**Run 1: track usage over the die**

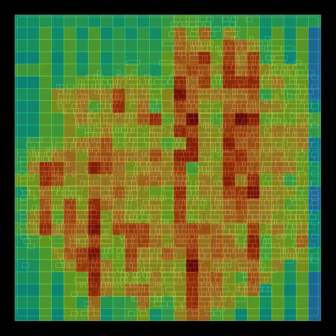
**Run 1: cell density map**

Scale bar: 50 um. The die is cut into 17 by 17 equal tiles; black is low, pale yellow is high, 0 to 100% covered.
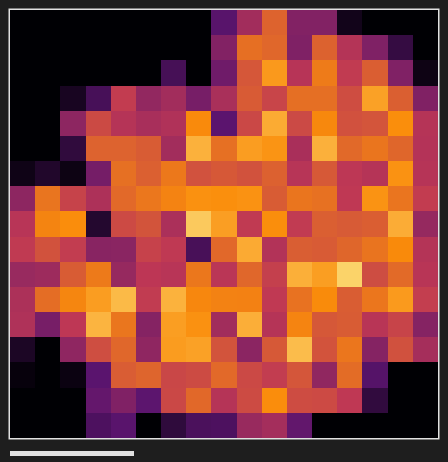
**Run 1: metal 1**

Scale bar: 50 um.
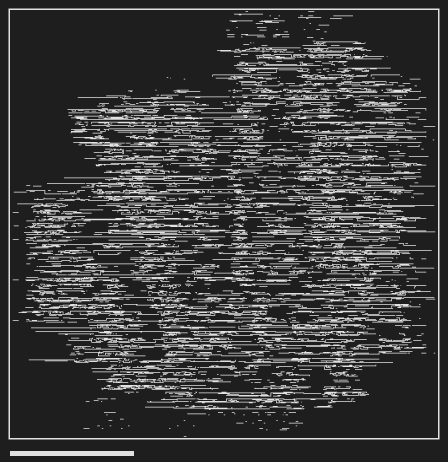
<file path="src/rtl/div_iter_pkg.sv">
// Shared types for the iterative divider: FSM state encoding and the ex-side request bundle.
// No logic here, so no latency.
// No handshake of its own.
package div_iter_pkg;

    // Native datapath width of the core that feeds the divider
    localparam int DIV_XLEN = 32;

    // Divider control states
    typedef enum logic [2:0] {
        IDLE = 3'd0,
        PREP = 3'd1,
        ITER = 3'd2,
        FIX  = 3'd3,
        DONE = 3'd4
    } div_state_t;

    // Request bundle used by the execute stage when it routes operands to the divider
    typedef struct packed {
        logic                sign;
        logic [DIV_XLEN-1:0] srca;
        logic [DIV_XLEN-1:0] srcb;
    } dp_div_req_t;

endpackage : div_iter_pkg

</file>
<file path="src/rtl/div_iter_if.sv">
// Request/response bundle between the execute stage and the divider.
// Pure wiring, zero latency.
// valid/ready on both the request side and the result side.
interface div_iter_if #(
    parameter int WIDTH = 32
);
    // request side
    logic             in_valid;
    logic             in_ready;
    logic             sign;
    logic [WIDTH-1:0] srca;
    logic [WIDTH-1:0] srcb;
    // result side
    logic             out_valid;
    logic             out_ready;
    logic [WIDTH-1:0] hi;
    logic [WIDTH-1:0] lo;
    logic             div_zero;

    // Execute stage: issues requests and consumes results
    modport master (
        output in_valid, sign, srca, srcb, out_ready,
        input  in_ready, out_valid, hi, lo, div_zero
    );

    // Divider: accepts requests and produces results
    modport slave (
        input  in_valid, sign, srca, srcb, out_ready,
        output in_ready, out_valid, hi, lo, div_zero
    );
endinterface : div_iter_if

</file>
<file path="src/rtl/div_iter_step.sv">
// One radix-2 restoring division step on {rem,quo} against an unsigned divisor.
// Purely combinational, zero latency.
// No handshake; the caller decides when the result is registered.
module div_iter_step #(
    parameter int WIDTH = 32
) (
    input  logic [WIDTH-1:0] rem_i,
    input  logic [WIDTH-1:0] quo_i,
    input  logic [WIDTH-1:0] dvs_i,
    output logic [WIDTH-1:0] rem_o,
    output logic [WIDTH-1:0] quo_o
);

    logic [WIDTH:0]   sh_rem;
    logic [WIDTH+1:0] diff;
    logic             unused_diff_top;

    // Shift {rem,quo} left by one and trial-subtract the divisor; keep the difference when no borrow
    always_comb begin
        sh_rem = {rem_i, quo_i[WIDTH-1]};
        diff   = {1'b0, sh_rem} - {2'b00, dvs_i};
        if (!diff[WIDTH+1]) begin
            rem_o = diff[WIDTH-1:0];
            quo_o = {quo_i[WIDTH-2:0], 1'b1};
        end else begin
            rem_o = sh_rem[WIDTH-1:0];
            quo_o = {quo_i[WIDTH-2:0], 1'b0};
        end
    end

    // A kept difference is always below the divisor, so its bit WIDTH is zero and never needed
    assign unused_diff_top = diff[WIDTH];

endmodule : div_iter_step

</file>
<file path="src/rtl/div_iter.sv">
// Multi-cycle radix-2 restoring divider (hi = remainder, lo = quotient), signed or unsigned.
// Latency: accept at cycle N -> out_valid at N+WIDTH+3; zero divisor -> N+1.
// Result held in DONE until out_ready; no accept outside IDLE; flush cancels back to IDLE.
module div_iter
    import div_iter_pkg::*;
#(
    parameter int WIDTH = 32
) (
    input  logic       clk,
    input  logic       rst,
    input  logic       flush,
    div_iter_if.slave  dif,
    output logic       busy
);

    localparam int CNT_W = $clog2(WIDTH + 1);

    div_state_t        state_q, state_d;
    logic              accept;
    logic              in_ready_s;
    logic              out_valid_s;

    // working registers
    logic              sign_q;
    logic [WIDTH-1:0]  rem_q;
    logic [WIDTH-1:0]  quo_q;
    logic [WIDTH-1:0]  dvs_q;
    logic              neg_quo_q;
    logic              neg_rem_q;
    logic [CNT_W-1:0]  cnt_q;

    // result registers
    logic [WIDTH-1:0]  hi_q;
    logic [WIDTH-1:0]  lo_q;
    logic              dz_q;

    // one restoring step
    logic [WIDTH-1:0]  step_rem;
    logic [WIDTH-1:0]  step_quo;

    // Conditional two's-complement negate, truncated to WIDTH
    function automatic logic [WIDTH-1:0] cneg(input logic neg, input logic [WIDTH-1:0] v);
        return neg ? (~v + {{(WIDTH-1){1'b0}}, 1'b1}) : v;
    endfunction

    assign accept = dif.in_valid & in_ready_s & ~flush;

    div_iter_step #(
        .WIDTH (WIDTH)
    ) u_step (
        .rem_i (rem_q),
        .quo_i (quo_q),
        .dvs_i (dvs_q),
        .rem_o (step_rem),
        .quo_o (step_quo)
    );

    // State register
    always_ff @(posedge clk) begin
        if (rst) begin
            state_q <= IDLE;
        end else begin
            state_q <= state_d;
        end
    end

    // Next-state and handshake outputs; flush overrides every non-idle transition
    always_comb begin
        state_d     = state_q;
        in_ready_s  = 1'b0;
        out_valid_s = 1'b0;
        case (state_q)
            IDLE: begin
                in_ready_s = 1'b1;
                if (accept) begin
                    state_d = (dif.srcb == '0) ? DONE : PREP;
                end
            end
            PREP: begin
                state_d = ITER;
            end
            ITER: begin
                if (cnt_q == CNT_W'(1)) begin
                    state_d = FIX;
                end
            end
            FIX: begin
                state_d = DONE;
            end
            DONE: begin
                out_valid_s = 1'b1;
                if (dif.out_ready) begin
                    state_d = IDLE;
                end
            end
            default: begin
                state_d = IDLE;
            end
        endcase
        if (flush && (state_q != IDLE)) begin
            state_d = IDLE;
        end
    end

    // Working datapath: operands land raw at accept, become magnitudes in PREP, iterate in ITER
    always_ff @(posedge clk) begin
        if (rst) begin
            sign_q    <= 1'b0;
            rem_q     <= '0;
            quo_q     <= '0;
            dvs_q     <= '0;
            neg_quo_q <= 1'b0;
            neg_rem_q <= 1'b0;
            cnt_q     <= '0;
        end else begin
            case (state_q)
                IDLE: begin
                    if (accept) begin
                        sign_q <= dif.sign;
                        quo_q  <= dif.srca;
                        dvs_q  <= dif.srcb;
                    end
                end
                PREP: begin
                    // quotient sign from both operands, remainder follows the dividend
                    neg_quo_q <= sign_q & (quo_q[WIDTH-1] ^ dvs_q[WIDTH-1]);
                    neg_rem_q <= sign_q & quo_q[WIDTH-1];
                    quo_q     <= cneg(sign_q & quo_q[WIDTH-1], quo_q);
                    dvs_q     <= cneg(sign_q & dvs_q[WIDTH-1], dvs_q);
                    rem_q     <= '0;
                    cnt_q     <= CNT_W'(WIDTH);
                end
                ITER: begin
                    rem_q <= step_rem;
                    quo_q <= step_quo;
                    cnt_q <= cnt_q - CNT_W'(1);
                end
                default: begin
                end
            endcase
        end
    end

    // Result registers: zero divisor fills at accept, normal path fills in FIX; flush leaves them stale
    always_ff @(posedge clk) begin
        if (rst) begin
            hi_q <= '0;
            lo_q <= '0;
            dz_q <= 1'b0;
        end else if (accept) begin
            if (dif.srcb == '0) begin
                hi_q <= dif.srca;
                lo_q <= '1;
                dz_q <= 1'b1;
            end else begin
                dz_q <= 1'b0;
            end
        end else if ((state_q == FIX) && !flush) begin
            lo_q <= cneg(neg_quo_q, quo_q);
            hi_q <= cneg(neg_rem_q, rem_q);
        end
    end

    assign dif.in_ready  = in_ready_s;
    assign dif.out_valid = out_valid_s;
    assign dif.hi        = hi_q;
    assign dif.lo        = lo_q;
    assign dif.div_zero  = dz_q;
    assign busy          = (state_q != IDLE);

endmodule : div_iter

</file>
<file path="src/flat_wrapper.sv">
// flat-port wrapper written by rule: the top's interface ports become plain ports
module div_iter_flat import div_iter_pkg::*;
#(
    parameter int WIDTH = 32
)
  (clk, rst, flush, busy, dif_in_valid, dif_sign, dif_srca, dif_srcb, dif_out_ready, dif_in_ready, dif_out_valid, dif_hi, dif_lo, dif_div_zero);
  div_iter_if #(.WIDTH(WIDTH)) dif_i ();
  input  logic clk;
  input  logic rst;
  input  logic flush;
  output logic busy;
  input wire logic [$bits(dif_i.in_valid)-1:0] dif_in_valid;
  input wire logic [$bits(dif_i.sign)-1:0] dif_sign;
  input wire logic [$bits(dif_i.srca)-1:0] dif_srca;
  input wire logic [$bits(dif_i.srcb)-1:0] dif_srcb;
  input wire logic [$bits(dif_i.out_ready)-1:0] dif_out_ready;
  output wire logic [$bits(dif_i.in_ready)-1:0] dif_in_ready;
  output wire logic [$bits(dif_i.out_valid)-1:0] dif_out_valid;
  output wire logic [$bits(dif_i.hi)-1:0] dif_hi;
  output wire logic [$bits(dif_i.lo)-1:0] dif_lo;
  output wire logic [$bits(dif_i.div_zero)-1:0] dif_div_zero;
  assign dif_i.in_valid = dif_in_valid;
  assign dif_i.sign = dif_sign;
  assign dif_i.srca = dif_srca;
  assign dif_i.srcb = dif_srcb;
  assign dif_i.out_ready = dif_out_ready;
  assign dif_in_ready = dif_i.in_ready;
  assign dif_out_valid = dif_i.out_valid;
  assign dif_hi = dif_i.hi;
  assign dif_lo = dif_i.lo;
  assign dif_div_zero = dif_i.div_zero;
  div_iter #(.WIDTH(WIDTH)) u_core (.clk(clk), .rst(rst), .flush(flush), .dif(dif_i), .busy(busy));
endmodule
</file>
<file path="config.mk">
export PLATFORM = sky130hd
export DESIGN_NAME = div_iter_flat
export DESIGN_NICKNAME = d
export VERILOG_FILES = /design/src/rtl/div_iter_pkg.sv /design/src/rtl/div_iter_if.sv /design/src/rtl/div_iter_step.sv /design/src/rtl/div_iter.sv /design/src/flat_wrapper.sv
export SDC_FILE = /design/constraint.sdc
export NUM_CORES = 1
export LEC_CHECK = 0
export ABC_AREA = 0
export CAP_MARGIN = 0
export CORE_UTILIZATION = 39
export DETAILED_ROUTE_END_ITERATION = 10
export PLACE_DENSITY = 0.7
export RECOVER_POWER = 50
export SYNTH_ARGS = -nofsm -noshare
export SYNTH_HDL_FRONTEND = slang
export SYNTH_SLANG_ARGS = --single-unit
</file>
<file path="constraint.sdc">
create_clock -name clk -period 3.7 [get_ports clk]
set_input_delay 0.555 -clock clk [delete_from_list [all_inputs] [get_ports clk]]
set_output_delay 0.555 -clock clk [all_outputs]
set_load 0.01 [all_outputs]
</file>
==> impl_metrics.tcl, run 1 <==
# metrics dict for downstream scripts
set metrics [dict create \
    cts_root_buffer "clkbuf_16" \
    dpl.cell_count 1939 \
    grt_pass1_wl_mm 57.0 \
    insertion_delay_ns 0.45 \
    clock_area_frac 0.0437 \
    async_reset_ff_frac 0 \
    period_needed_ns 3.42 \
    power.density_nw_per_um2 356 \
    cts_setup_buffers 0 \
    ios 138 \
    die_y_um 173 \
    topCellsByArea "dfxtp_1 31%, nor2_1 6.6%, xor2_1 4.9%, a211oi_1 4.8%, nand2_1 4.7%" \
    synth_cell_types 77 \
    drc 0 \
    cp-start-kind "register" \
    clock_skew_ns 0.0230 \
    cts_sinks 173 \
    avgSynthCellArea_um2 7.53 \
    final_cells 1972 \
    core-area_um2 28600 \
    first_global_vias 10700 \
    netlist_instances 1506 \
    grt_overflow 0 \
    dr.first_iter.drc_count 1106 \
    use_met3 0.0398 \
    pre_cts_ws_ns 0.288 \
    peakVddDrop_mv 0.297 \
    nFlopsAndLatches 173 \
    final-nonclk-buf-share 0.117 \
    hpwl_mm 25.7 \
    cts_buffer_depth 2 \
    htree_levels 4 \
    p_leak_nw 5.19 \
    setup_viol 0 \
    log.warning_count 29 \
    die-area_um2 29800 \
    worstPathArrival_ns 3.72 \
    via_per_inst 5.83 \
    outcome "finished, violations left" \
    fillerInstances 2819 \
    fmax_mhz 293 \
    slowest_stage "or4_1" \
    tap_cells 384 \
    sh_comb_area 0.535 \
    grt_use_met1 0.321 \
    seq_area_um2 3460 \
    top_area_frac 0.305 \
    hold_viol 0 \
    drv_cap 1 \
    routed_wl_mm 34.9 \
    fin_nets 1683 \
    ys_cells 1506 \
    dr_wl_met3_mm 2.69 \
    vias 11500 \
    timing.slew.headroom -0.818 \
    fin_crit_sh 0.924 \
    combGateArea_um2 7280 \
    antenna_cells 0 \
    slew_viol_final 125 \
    reg2regPathDepth 11 \
    fp-row-count 62 \
    clkTransAtPathRegs_ns 0.08 \
    timing.hold.ws_ns 0.466 \
    violations "max-capacitance violations, max-slew violations" \
    hp-start "u_core.dif.hi[3]" \
    synth-main-ff-cell "dfxtp_1" \
]
About 'track usage over the die':
routed len/inst: 17.7 um
GRT met2 Usage: 0.378
busiest grt layer: met2
Final Core Density: 0.475

About 'cell density map':
nearly empty tiles	18%
tiles over 75% full	12%
fullest tile	90%
mean over tiles	44%

About 'metal 1':
main direction	horizontal
wire length on this layer	15800 um
nets with wire on the layer	1557
longest straight run	38.6 um

==> run 1: cells in the final DEF, fill, tap and decap left out, types with 13 or more instances in the layout <==
cell,instances
nand2_1,142
nor3b_1,13
a22oi_1,30
clkbuf_16,17
nand4_1,16
a21oi_1,102
dlygate4sd3_1,67
nor2_1,196
dfxtp_1,173
a221o_1,16
a211oi_1,71
o21ai_0,103
or3_1,15
inv_1,50
buf_4,24
o31ai_1,19
xor2_1,63
clkdlybuf4s50_1,69
a221oi_1,13
nand3_1,26
nor4_1,22
nor3_1,61
xnor2_1,24
ha_1,37
==> run 1: worst max-delay path by stage <==
| stage | start | end | cells after the start | slack, ns |
|---|---|---|---|---|
| 6_report | u_core.dvs_q[11] | u_core.rem_q[3] | 11 | 0.28 |
| 5_1_grt | u_core.dvs_q[10] | u_core.rem_q[8] | 12 | 0.03 |
| 4_1_cts | u_core.dvs_q[11] | u_core.rem_q[23] | 11 | 0.22 |
| 3_5_place_dp | u_core.dvs_q[11] | u_core.rem_q[23] | 11 | 0.29 |
| 3_3_place_gp | u_core.dvs_q[11] | u_core.rem_q[28] | 12 | 0.31 |
| 2_1_floorplan | u_core.dvs_q[14] | u_core.rem_q[10] | 13 | 0.77 |
==> run 1: state kept, by name, summed over array words and instances, names as in the netlist <==
| signal | cells |
|---|---|
| u_core.cnt_q | 6 |
| u_core.quo_q | 32 |
| u_core.dif.div_zero | 1 |
| u_core.dif.hi | 32 |
| u_core.rem_q | 32 |
| u_core.neg_quo_q | 1 |
| u_core.state_q | 3 |
| u_core.sign_q | 1 |
| u_core.neg_rem_q | 1 |
| u_core.dvs_q | 32 |
| u_core.dif.lo | 32 |
==> run 1: critical path: cells and delay by family (launching register included) <==
family / cells / cell delay, ns
buf+inv: 2 / 0.40
fa+ha+maj: 1 / 0.38
simple gates: 2 / 0.68
mux: 1 / 0.22
flops: 1 / 0.41
compound gates: 5 / 1.17
==> run 1: where the power goes <==
| part | internal (mW) | switching [mW] | leakage, nW |
|---|---|---|---|
| sequential | 1.91 | 0.0897 | 1.40 |
| combinational | 0.434 | 0.599 | 3.50 |
| clock | 0.913 | 0.893 | 0.290 |
| total | 3.26 | 1.58 | 5.19 |
==> run 1: cell families (layout without fill, tap and decap cells) <==
| family | after synthesis | in the layout | synth area share |
|---|---|---|---|
| and+or+nand+nor | 576 | 576 | 0.249 |
| xor gates and xnor gates | 87 | 87 | 0.0672 |
| AOI/OAI and AO/OA | 456 | 456 | 0.268 |
| buffers and inverters | 164 | 246 | 0.0574 |
| adders and majority gates | 38 | 38 | 0.0426 |
| muxes | 12 | 12 | 0.0107 |
| DFF | 173 | 173 | 0.305 |
==> run 1: synth_stat cells, types with 24 or more instances <==
| cell | n |
|---|---|
| inv_1 | 50 |
| ha_1 | 37 |
| nor3_1 | 63 |
| o21ai_0 | 103 |
| nand3_1 | 26 |
| dfxtp_1 | 173 |
| xor2_1 | 63 |
| a21oi_1 | 103 |
| xnor2_1 | 24 |
| a211oi_1 | 72 |
| nand2_1 | 142 |
| nor2_1 | 198 |
| a22oi_1 | 30 |
| clkbuf_1 | 94 |
==> run 2: changes to the inputs <==
TNS_END_PERCENT = 10   (was unset)
**Run 2: metal 1**

Scale bar: 50 um.
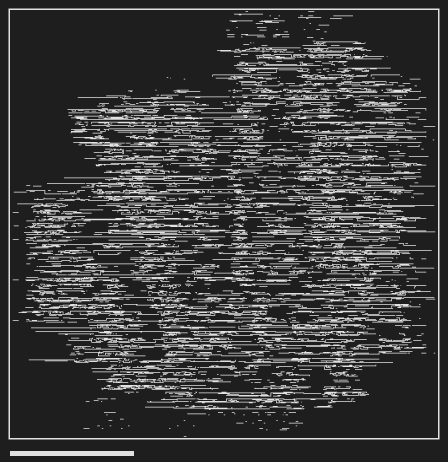
wire length on this layer	15800 um
main direction	horizontal
nets with wire on the layer	1557
longest straight run	38.6 um

**Run 2: track usage over the die**

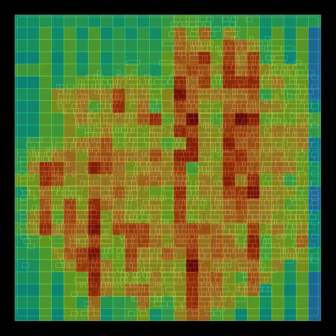
Total GRT Usage: 0.233
GRT met3 Usage: 0.0398

**Run 2: cell density map**

Scale bar: 50 um. The die is cut into 17 by 17 equal tiles; black is low, pale yellow is high, 0 to 100% covered.
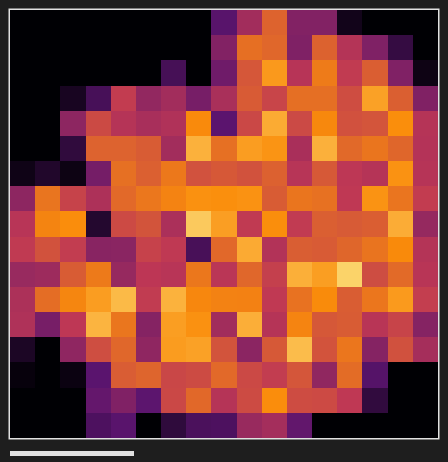
mean over tiles	44%
tiles over 75% full	12%
fullest tile	90%

==> run 2 against run 1 <==
The run still ends with max-capacitance violations, max-slew violations left. Die area unchanged. Largest cell class unchanged. Power unchanged. Critical path depth unchanged. Largest power group unchanged. Via count unchanged. Synthesized area unchanged.
==> impl_metrics.tcl, run 2 <==
# metrics dict for downstream scripts
set metrics [dict create \
    outcome "finished, violations left" \
    violations "max-capacitance violations, max-slew violations" \
    final_cells 1972 \
    drt-wirelength-per-cell_um 17.7 \
    layout_top_cells "196 x nor2_1, 173 x dfxtp_1, 142 x nand2_1" \
    cts_root_buffer "clkbuf_16" \
    antenna_cells 0 \
    cts_sinks 173 \
    synth_cell_types 77 \
    fin_tns_setup_ns 0 \
    fin_nets 1683 \
    cts_buffer_depth 2 \
    die_y_um 173 \
    fin_crit_sh 0.924 \
    dr.first_iter.drc_count 1106 \
    mostFrequentLayoutCell "nor2_1" \
    peakVddDrop_mv 0.297 \
    core-area_um2 28600 \
    log.warning_count 29 \
    hpwl_mm 25.7 \
    vias 11500 \
    top_cell "nor2_1" \
    top_area_frac 0.305 \
    fp-row-count 62 \
    htree_levels 4 \
    netlist_instances 1506 \
    drv_cap 1 \
    via_per_inst 5.83 \
    final_core_utilization 0.475 \
    top_cells_by_count "198 x nor2_1, 173 x dfxtp_1, 142 x nand2_1, 103 x a21oi_1, 103 x o21ai_0" \
    yosys_area_um2 11300 \
    ys_cells 1506 \
    die-area_um2 29800 \
    avgSynthCellArea_um2 7.53 \
    cp-start-kind "register" \
    fmax_mhz 293 \
    async_reset_ff_frac 0 \
    synth-main-ff-cell "dfxtp_1" \
    dpl.cell_count 1939 \
    yosys_warnings 0 \
    p_leak_nw 5.19 \
    worstPathArrival_ns 3.72 \
    insertion_delay_ns 0.45 \
    drc 0 \
    cp-startpoint "u_core.dvs_q[11]" \
    grt_pass1_wl_mm 57.0 \
    hp-start "u_core.dif.hi[3]" \
    slew_viol_final 125 \
    first_global_vias 10700 \
    setup_viol 0 \
    period_needed_ns 3.42 \
    power.density_nw_per_um2 356 \
    grt_overflow 0 \
    timing.hold.ws_ns 0.466 \
    hold_viol 0 \
    ios 138 \
    routed_wl_mm 34.9 \
    topCellsByArea "dfxtp_1 31%, nor2_1 6.6%, xor2_1 4.9%, a211oi_1 4.8%, nand2_1 4.7%" \
]
## run 2: per-layer routing
layer | track usage | part of all wire | vias up
met5 | 0 | 0 | -
met4 | 0.0532 | 0.013 | 0
met3 | 0.0398 | 0.077 | 32
met2 | 0.378 | 0.46 | 453
met1 | 0.321 | 0.45 | 5359
li1 | - | - | 5652
## run 2: worst paths after layout
check	endpoint	slack, ns	cells after the start
worst max register to register	u_core.rem_q[3]	0.28	11
worst max-delay path	u_core.rem_q[3]	0.28	11
worst min register to register	u_core.dif.hi[3]	0.47	2
worst min-delay path	u_core.dif.hi[3]	0.47	2
## run 2: repair_timing
action / 4_1_cts / 5_1_grt
setup buffers: 0 / 1
gates resized: 0 / 2
setup endpoints to repair: 0 / 3
hold buffers: 0 / 0
## run 2: kinds of logic (layout without fill, tap and decap cells)
family                     after synthesis  count (layout)  synth area share
AOI/OAI and AO/OA                      456             456             0.268
xor gates and xnor gates                87              87            0.0672
adders and majority gates               38              38            0.0426
buffers and inverters                  164             246            0.0574
DFF                                    173             173             0.305
muxes                                   12              12            0.0107
and+or+nand+nor                        576             576             0.249
## run 2: layout make-up
type	instances	area, um2
Inverter	50	188
Sequential cell	173	3460
Clock buffer	18	429
Clock inverter	14	165
Tap cell	384	480
Multi-Input combinational cell	1169	7280
Timing Repair Buffer	164	1590
Fill cell	2819	15000
## run 2: power breakdown
part / leakage [nW] / switching, mW / internal [mW]
sequential: 1.40 / 0.0897 / 1.91
combinational: 3.50 / 0.599 / 0.434
clock: 0.290 / 0.893 / 0.913
## run 2: critical path, stage by stage, from the launching register on
cell	delay [ns]
dfxtp_1	0.41
inv_1	0.11
ha_1	0.38
nand2_1	0.14
or4_1	0.54
a31oi_1	0.36
o311ai_1	0.20
a31oi_2	0.35
a21o_1	0.17
buf_4	0.29
mux2i_1	0.22
o21ai_0	0.09
==> run 3: changes to the inputs <==
GPL_TIMING_DRIVEN = 0   (was unset)
**Run 3: wiring heat map**

Scale bar: 50 um. The die is cut into 35 by 35 equal tiles; black is low, pale yellow is high, scaled to the fullest tile. Values are wire area over tile area, all layers added.
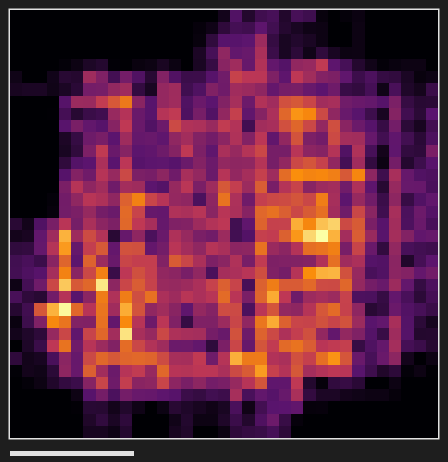
nearly empty tiles	19%
emptiest ninth of the die	top left
mean over tiles	0.23

**Run 3: M2 wires**

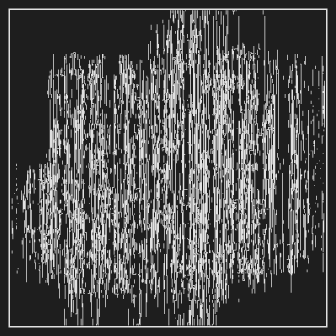
nets with wire on the layer	1406
share of all routed wire	47%
main direction	vertical
wire length on this layer	19700 um

**Run 3: track usage over the die**

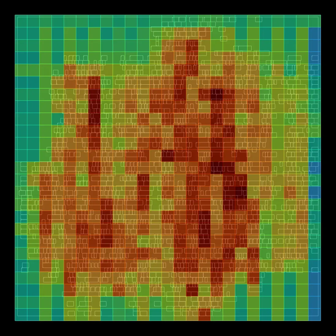
Total GRT Usage: 0.276
GRT met3 Usage: 0.0513
GRT met2 Usage: 0.466
Final Core Density: 0.482

==> run 3 against run 2 <==
The flow now finishes without violations. Non-clock buffer count grew 85. Sequential power about the same. Synthesized area unchanged. Critical path depth grew 1. Power increased by 0.86%. Maximum frequency decreased by 3.9%. Combinational power is about 10% higher. Synthesized cell count unchanged. Cell area rose by 1.6%. Largest cell class unchanged.
==> impl_metrics.tcl, run 3 <==
# metrics dict for downstream scripts
set metrics [dict create \
    outcome "finished, final reports clean" \
    log.warning_count 27 \
    p_leak_nw 5.20 \
    power.density_nw_per_um2 353 \
    cts_buffer_depth 2 \
    gp_congestion 0.961 \
    postLayoutCellArea_um2 13800 \
    slew_viol_final 0 \
    via_per_inst 5.92 \
    fp-row-count 62 \
    drv_cap 0 \
    worst_slew_pin_slew_ns 0.923 \
    fin_nets 1768 \
    syn_to_final_growth_pct 21.8 \
    synth-seq-cells 173 \
    ios 138 \
    top_cells_by_count "198 x nor2_1, 173 x dfxtp_1, 142 x nand2_1, 103 x a21oi_1, 103 x o21ai_0" \
    setup_viol 0 \
    holdBufCountCts 0 \
    die-area_um2 29800 \
    htree_levels 4 \
    dr.first_iter.drc_count 1020 \
    die_y_um 173 \
    yosys_area_um2 11300 \
    cp-start-kind "register" \
    synth-main-ff-cell "dfxtp_1" \
    cp-end-kind "register" \
    topCellsByArea "dfxtp_1 31%, nor2_1 6.6%, xor2_1 4.9%, a211oi_1 4.8%, nand2_1 4.7%" \
    cts_setup_buffers 0 \
    drc 0 \
    floorplan.nets 1614 \
    layout_top_cells "198 x nor2_1, 172 x dfxtp_1, 142 x nand2_1" \
    fin_tns_setup_ns 0 \
    hold_class "reg -> reg" \
    total_power_mw 4.88 \
    clock_skew_ns 0.0189 \
    top_area_frac 0.305 \
    period_needed_ns 3.56 \
    core-area_um2 28600 \
    ys_cells 1506 \
    place_area_um2 13200 \
    worstPathArrival_ns 3.87 \
    insertion_delay_ns 0.45 \
    antenna_cells 0 \
    fmax_mhz 281 \
    mostFrequentLayoutCell "nor2_1" \
    fin_crit_sh 0.961 \
    cts_sinks 173 \
    hpwl_mm 32.7 \
    timing.slew.headroom 0.385 \
    routed_wl_mm 41.6 \
    drive_above_1_share 0.0538 \
    hold_viol 0 \
    clkTransAtPathRegs_ns 0.08 \
    drt-wirelength-per-cell_um 20.2 \
    cts_root_buffer "clkbuf_16" \
    dpl.cell_count 2026 \
    rsz0062_at_grt "no" \
    timing.hold.ws_ns 0.453 \
    top_cell "nor2_1" \
    vias 12200 \
    grt_overflow 0 \
    netlist_instances 1506 \
    final_cells 2057 \
    grt_max_degree 18 \
    async_reset_ff_frac 0 \
    worstPathMaxFanout 10 \
    grt_pass1_wl_mm 64.7 \
    avgSynthCellArea_um2 7.53 \
    peakVddDrop_mv 0.232 \
    synth_cell_types 77 \
    syn_area_um2 11300 \
    first_global_vias 11500 \
    fp_util 0.396 \
    yosys_warnings 0 \
]
==> run 3: netlist changes by cell type in the layout (fill, tap and decap cells not counted), moves of 3 or more <==
| cell | delta |
|---|---|
| buf_1 | +3 |
| buf_2 | +10 |
| buf_4 | -22 |
| clkbuf_1 | +93 |
| clkinv_8 | -3 |
| clkinvlp_4 | +4 |
==> run 3: cell families after synthesis <==
kind of cell | Yosys count | share of synthesized area
simple gates | 576 | 0.249
compound gates | 456 | 0.268
mux | 12 | 0.0107
xor+xnor | 87 | 0.0672
flops | 173 | 0.305
buf+inv | 164 | 0.0574
fa+ha+maj | 38 | 0.0426
==> run 3: worst paths after layout <==
check              startpoint                to  slack [ns]  depth (start not counted)
min          u_core.dif.hi[1]  u_core.dif.hi[1]        0.45                          2
min reg2reg  u_core.dif.hi[1]  u_core.dif.hi[1]        0.45                          2
max          u_core.dvs_q[12]  u_core.rem_q[18]        0.14                         12
max reg2reg  u_core.dvs_q[12]  u_core.rem_q[18]        0.14                         12
==> run 3: critical path, cell delays in order, from the launching register on <==
cell and delay [ns]:
dfxtp_1 0.40, inv_1 0.12, ha_1 0.38, nand2_1 0.15
or4_1 0.61, a31oi_4 0.26, o311ai_1 0.16, a31oi_2 0.42
a21o_1 0.17, clkbuf_4 0.22, buf_6 0.19, mux2i_1 0.22
o21ai_0 0.10
==> run 3: metrics by stage <==
step / util / setup WS [ns]
after floorplan: - / 0.773
after global placement: 0.460 / -0.0869
after detailed placement: 0.460 / -0.156
after CTS: 0.481 / 0.0152
after global routing: 0.482 / 0.0245
final: 0.482 / 0.144
==> run 3: area by class of cell <==
cell class / count / area (um2)
Clock inverter: 14 / 131
Buffer: 113 / 467
Clock buffer: 18 / 439
Multi-Input combinational cell: 1169 / 7280
Sequential cell: 173 / 3460
Tap cell: 384 / 480
Inverter: 50 / 188
Timing Repair Buffer: 136 / 1360
Fill cell: 2855 / 14800
==> run 3: metal layers <==
metal | global-route usage | vias up | part of all wire
li1 | - | 5810 | -
met1 | 0.344 | 5672 | 0.41
met2 | 0.466 | 598 | 0.47
met3 | 0.0513 | 98 | 0.081
met4 | 0.115 | 0 | 0.038
met5 | 0 | - | 0
==> run 3: power breakdown <==
group          internal (mW)  total [mW]  leakage, nW  switching [mW]
logic                  0.436        1.13         3.53           0.690
clock network          0.906        1.78        0.270           0.873
registers               1.91        1.98         1.40          0.0645
==> run 3: what timing repair did <==
| action | in CTS | in global routing |
|---|---|---|
| pin swaps | 0 | 1 |
| setup endpoints to repair | 13 | 51 |
| resized | 2 | 10 |
Power is estimated from default activity; no workload was simulated.
